==> src/rtl/fetch_unit.sv <==
// Instruction fetch stage: owns the PC, drives the instruction ROM read port,
// tags returning ROM data with its PC and buffers it in a 2-entry FIFO that
// feeds decode over a valid/ready handshake. Redirects flush everything.
module fetch_unit #(
    parameter int unsigned       AWIDTH   = 8,
    parameter int unsigned       DWIDTH   = 16,
    parameter logic [AWIDTH-1:0] RESET_PC = '0
) (
    input  logic              clk,
    input  logic              rst,
    output logic              o_rom_rd,
    output logic [AWIDTH-1:0] o_rom_raddr,
    input  logic [DWIDTH-1:0] i_rom_rdata,
    input  logic              i_redirect,
    input  logic [AWIDTH-1:0] i_redirect_pc,
    output logic              o_instr_valid,
    output logic [DWIDTH-1:0] o_instr,
    output logic [AWIDTH-1:0] o_instr_pc,
    input  logic              i_instr_ready
);

    localparam logic [AWIDTH-1:0] PcOne = {{(AWIDTH-1){1'b0}}, 1'b1};

    // Fetch state
    logic [AWIDTH-1:0] pc_q;
    logic [AWIDTH-1:0] tag_pc_q;
    logic              inflight_q;

    // FIFO storage; entry 0 is always the head
    logic [AWIDTH-1:0] ent_pc_q    [2];
    logic [DWIDTH-1:0] ent_instr_q [2];
    logic [AWIDTH-1:0] ent_pc_d    [2];
    logic [DWIDTH-1:0] ent_instr_d [2];
    logic [1:0]        count_q;
    logic [1:0]        count_d;

    // Handshake / control
    logic       pop;
    logic       push;
    logic       issue;
    logic [2:0] occ_after_pop;

    // Head presentation, forced to zero while empty or in reset
    always_comb begin
        o_instr_valid = ~rst & (count_q != 2'd0);
        o_instr       = o_instr_valid ? ent_instr_q[0] : '0;
        o_instr_pc    = o_instr_valid ? ent_pc_q[0] : '0;
    end

    // Issue decision: never let buffered + in-flight words exceed the FIFO depth
    always_comb begin
        pop           = o_instr_valid & i_instr_ready;
        // Data for an in-flight read is captured unless this cycle flushes
        push          = inflight_q & ~i_redirect & ~rst;
        occ_after_pop = {1'b0, count_q} + {2'b00, inflight_q} - {2'b00, pop};
        issue         = ~rst & ~i_redirect & (occ_after_pop < 3'd2);
        o_rom_rd      = issue;
        o_rom_raddr   = pc_q;
    end

    // FIFO next state: flush beats everything, otherwise shift-on-pop / append-on-push
    always_comb begin
        count_d        = count_q;
        ent_pc_d[0]    = ent_pc_q[0];
        ent_pc_d[1]    = ent_pc_q[1];
        ent_instr_d[0] = ent_instr_q[0];
        ent_instr_d[1] = ent_instr_q[1];
        if (i_redirect) begin
            count_d = 2'd0;
        end else begin
            unique case ({push, pop})
                2'b01: begin
                    ent_pc_d[0]    = ent_pc_q[1];
                    ent_instr_d[0] = ent_instr_q[1];
                    count_d        = count_q - 2'd1;
                end
                2'b10: begin
                    if (count_q == 2'd0) begin
                        ent_pc_d[0]    = tag_pc_q;
                        ent_instr_d[0] = i_rom_rdata;
                    end else begin
                        ent_pc_d[1]    = tag_pc_q;
                        ent_instr_d[1] = i_rom_rdata;
                    end
                    count_d = count_q + 2'd1;
                end
                2'b11: begin
                    // Count unchanged; new word lands behind whatever survives the pop
                    if (count_q == 2'd1) begin
                        ent_pc_d[0]    = tag_pc_q;
                        ent_instr_d[0] = i_rom_rdata;
                    end else begin
                        ent_pc_d[0]    = ent_pc_q[1];
                        ent_instr_d[0] = ent_instr_q[1];
                        ent_pc_d[1]    = tag_pc_q;
                        ent_instr_d[1] = i_rom_rdata;
                    end
                end
                default: begin
                end
            endcase
        end
    end

    // PC, in-flight tag and FIFO registers
    always_ff @(posedge clk) begin
        if (rst) begin
            pc_q           <= RESET_PC;
            tag_pc_q       <= RESET_PC;
            inflight_q     <= 1'b0;
            count_q        <= 2'd0;
            ent_pc_q[0]    <= '0;
            ent_pc_q[1]    <= '0;
            ent_instr_q[0] <= '0;
            ent_instr_q[1] <= '0;
        end else begin
            count_q        <= count_d;
            ent_pc_q[0]    <= ent_pc_d[0];
            ent_pc_q[1]    <= ent_pc_d[1];
            ent_instr_q[0] <= ent_instr_d[0];
            ent_instr_q[1] <= ent_instr_d[1];
            // A redirect squashes the in-flight read because issue is low here
            inflight_q     <= issue;
            if (i_redirect) begin
                pc_q <= i_redirect_pc;
            end else if (issue) begin
                pc_q     <= pc_q + PcOne;
                tag_pc_q <= pc_q;
            end
        end
    end

    // Overflow is impossible by construction of the issue rule
    always_ff @(posedge clk) begin
        if (!rst) begin
            assert (!(push && !pop && !i_redirect && count_q == 2'd2))
            else $error("fetch_unit: push into a full FIFO");
        end
    end

endmodule
==> config.mk <==
export PLATFORM = sky130hd
export DESIGN_NAME = fetch_unit
export DESIGN_NICKNAME = d
export VERILOG_FILES = /design/src/rtl/fetch_unit.sv
export SDC_FILE = /design/constraint.sdc
export NUM_CORES = 1
export LEC_CHECK = 0
export CORE_MARGIN = 1
export CORE_UTILIZATION = 43
export DETAILED_ROUTE_END_ITERATION = 6
export DONT_BUFFER_PORTS = 1
export PLACE_DENSITY = 0.63
export RECOVER_POWER = 25
export SYNTH_ARGS = -nofsm -noshare
export SYNTH_HDL_FRONTEND = slang
export SYNTH_SLANG_ARGS = --single-unit
==> constraint.sdc <==
create_clock -name clk -period 3.4 [get_ports clk]
set_input_delay 0.51 -clock clk [delete_from_list [all_inputs] [get_ports clk]]
set_output_delay 0.51 -clock clk [all_outputs]
set_load 0.02 [all_outputs]
==> reports/results.tsv <==
metric	value	unit
area_growth	10.0	%
hold_path_class	in -> reg	
ys_types	33	
violations	max-capacitance violations, max-slew violations	
grt_max_degree	69	
syn_area_per_cell	8.02	sq um
antenna_found_initial	0	
ys_seq_share	44.8	%
cts_tree	yes	
dr.first_iter.drc_count	162	
syn_inst	373	
pwr-share-clk	47.2	%
async_flop_share	0	%
p_int	1.43	mW
worstSetupPathType	reg -> out	
drive_gt1_share	8.17	%
end_kind	primary output	
finalClockSkew	0.00897	ns
antennaDiodeCount	0	
hold_viol	0	
fin_crit	3.21	ns
tns	0	ns
ys_chip_area	2990	sq um
chip_area	7290	sq um
clock_sinks	67	
cts_htree_levels	3	
top_cell	nand2_1	
synth_top_cell_by_area	dfxtp_1	
holdWs	0.233	ns
slew_violations	25	
top_cell_area_share	44.8	%
core	6760	sq um
drt-pass1-iter-count	4	
hpwl	3.92	mm
fmax	312	MHz
finalClockPeriodUsage	94.4	%
gp_congestion	0.729	
viasPerCell	5.50	
synthTopCellsByCount	nand2_1 (105), dfxtp_1 (67), nor2_1 (41)	
syn_nets	405	
ys_warn_count	0	
syn_area	2990	sq um
seqPwrFrac	46.2	%
clk_path_buf_depth	2	
crit_fanout	8	
power_density	559	nW/um^2
rsz0062_at_grt	false	
ys.flop_type	dfxtp_1	
yosys_cells	373	
synth-edff-count	0	
drc	0	
cts_made_buffers	9	
status	finished, violations left	
cap_violations	1	
log.warning_count	27	
num_rows	30	
swShare	22.5	%
critPathRequiredTime	2.89	ns
grt_overflow	0	
p_leak	1.12	nW
clockRootBuffer	clkbuf_8	
ant_nets	0	
critPathArrivalTime	2.70	ns
clk_pin_slew	0.07	ns
tightest_slew	1.81	ns
grt_pass1_vias	2296	
startpoint_type	register	
worstSkewPairLatency	0.35	ns
grt_pass1_wl	10.9	mm
fp_util	44.3	%
slew_headroom	-20.9	%
area_leaders	dfxtp_1 (45%), nand2_1 (13%), a311oi_1 (7.9%), nor2_1 (5.1%), and2_1 (5.0%)	
p_sw	0.414	mW
boundaryPins	62	
cells in the final DEF, fill, tap and decap left out, drive strengths merged, types with 2 or more instances in the layout:
cell type	count
a21oi	25
xor2	2
clkbuf	11
inv	8
and2	24
xnor2	3
nor2	42
a211oi	4
clkinv	2
nand2	105
or4	3
a31oi	3
dfxtp	67
ha	3
o21ai	2
nand3	6
bufinv	4
buf	4
mux2i	9
o311ai	4
a311oi	27
kinds of logic after synthesis:
family	synth area share, %
xor gates and xnor gates	1.72
adders and majority gates	1.92
AOI/OAI and AO/OA	16.1
buffers and inverters	4.94
and+or+nand+nor	27.4
muxes	3.01
DFF	44.8
routing by layer:
layer  track usage, %  part of all wire (%)
met1             22.8                    46
met2             30.8                    46
met3             8.37                   6.8
met4             6.06                   1.1
met5                0                     0
final timing paths:
path | start | to | slack, ns | depth (start not counted)
worst min register to register | ent_instr_q[0][24] | ent_instr_q[0][24] | 0.45 | 2
worst min-delay path | rst | ent_pc_q[0][14] | 0.23 | 1
worst max-delay path | count_q[1] | o_rom_rd | 0.19 | 9
worst max register to register | count_q[1] | o_rom_raddr[4] | 0.35 | 11
sequential cells by signal (all words and copies together) (netlist names):
name         cells
count_q          2
ent_instr_q     32
ent_pc_q        16
inflight_q       1
o_rom_raddr      8
tag_pc_q         8
power groups by stage:
| stage | sequential [mW] | combinational (mW) | clock (mW) |
|---|---|---|---|
| after floorplan | 0.856 | 0.113 | 0 |
| after global placement | 0.867 | 0.118 | 0 |
| after detailed placement | 0.868 | 0.120 | 0 |
| after CTS | 0.849 | 0.122 | 0.885 |
| after global routing | 0.854 | 0.140 | 0.926 |
| final | 0.849 | 0.123 | 0.868 |
what timing repair did:
action	4_1_cts	5_1_grt
buffers inserted	1	0
resized	1	5
hold endpoints to repair	0	0
setup endpoints to repair	1	1
pin swaps	1	1
hold buffers	0	0
critical path, stage by stage (launching register included):
cell	delay, ns
dfxtp_4	0.39
inv_1	0.06
ha_1	0.18
or3b_2	0.53
xnor2_2	0.17
nand2_1	0.10
fa_1	0.42
xnor2_2	0.24
nand3_4	0.14
inv_2	0.13
area by class of cell:
type                    count  area (sq um)
flip-flops and latches     67          1350
well taps                  80           100
fillers                   675          3460
inverters                   8          30.0
clock buffers              10           128
multi-input cells         271          1520
clock inverters             6           138
repair buffers              5          33.8
through the flow:
| stage | area [sq um] | instances | worst slack (ns) | total power [mW] |
|---|---|---|---|---|
| 4_1_cts | 3290 | 447 | 0.0428 | 1.86 |
| 2_1_floorplan | 2990 | 373 | 0.116 | 0.970 |
| 5_1_grt | 3290 | 447 | 0.0267 | 1.92 |
| 6_report | 3290 | 447 | 0.190 | 1.84 |
| 3_5_place_dp | 3010 | 430 | 0.168 | 0.988 |
| 3_3_place_gp | 3010 | 430 | 0.293 | 0.985 |
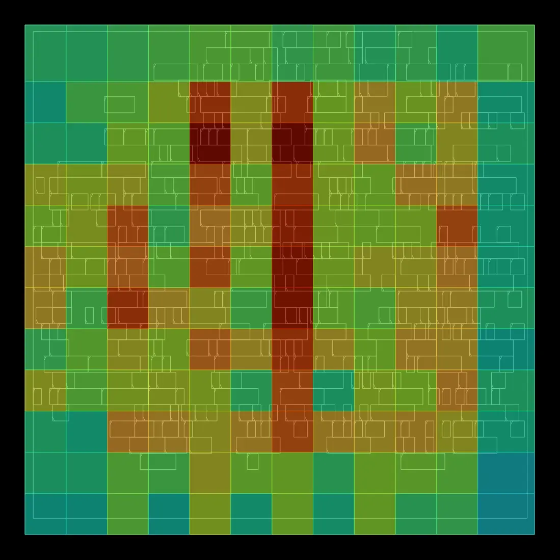
Figure 1: routing congestion.
met3 global-route usage: 8.37%
Tot GR Track Use: 19.1%
post-layout util: 48.7%
M2 GR Usage: 30.8%

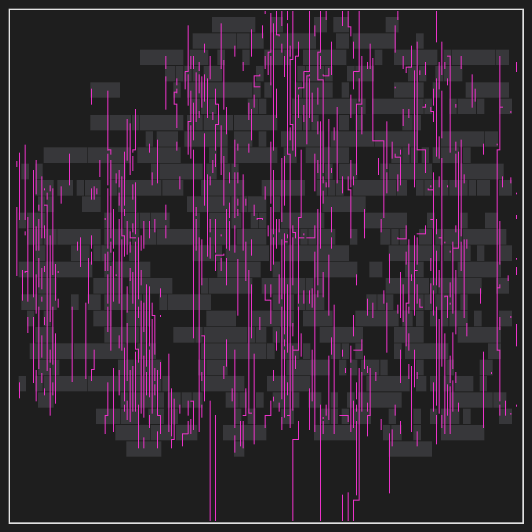
Figure 2: met2 routing.
Scale: 6 px per um. Cells faint in the background.
longest straight run: 45.6 um
share of all routed wire: 46%
main direction: vertical
routed vias: 2459
final WL: 6.42 mm

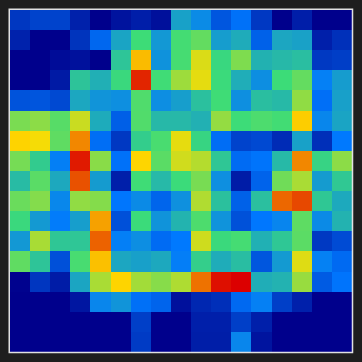
Figure 3: wiring heat map.
Scale: 4 px per um. The die is cut into 17 by 17 equal tiles; dark blue is low, red is high, scaled to the fullest tile. Values are wire area over tile area, all layers added.
mean over tiles: 0.14
densest ninth of the die: middle left
emptiest ninth of the die: upper left
Wirelength per Cell: 14.4 um

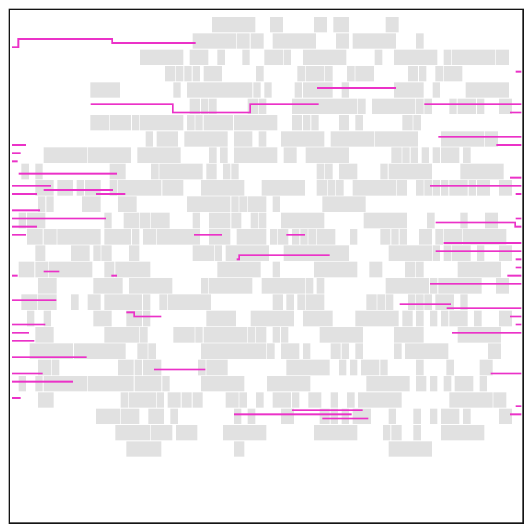
Figure 4: metal 3.
Scale: 6 px per um. Cells faint in the background.
main direction: horizontal
nets with wire on the layer: 49
wire length on this layer: 438 um
share of all routed wire: 6.8%

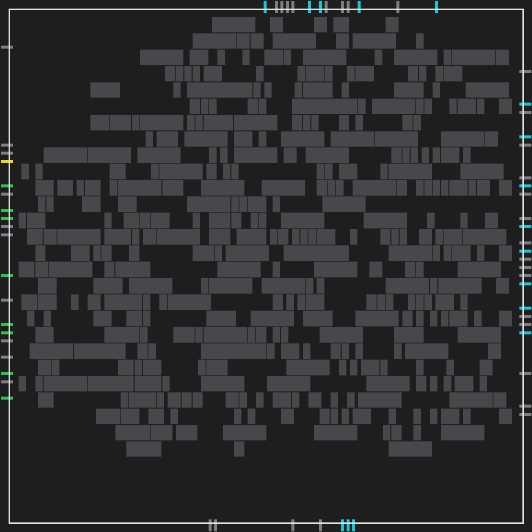
Figure 5: pin placement.
Scale: 6 px per um. Pins as bars across the die edge, other pins in grey.
legend:
  cyan:
    port: `i_rom_rdata`
    pins: 16
    direction: input
    edge: 8 right, 5 top, 3 bottom
  yellow:
    port: `o_rom_rd`
    pins: 1
    direction: output
    edge: left
  green:
    port: `i_redirect_pc`
    pins: 8
    direction: input
    edge: left
all pins by edge: 23 right, 19 left, 13 top, 7 bottom
PortBufs: 0
Die X: 85.4 um

Power figures rest on the tool's default switching activity, not on a simulated workload.
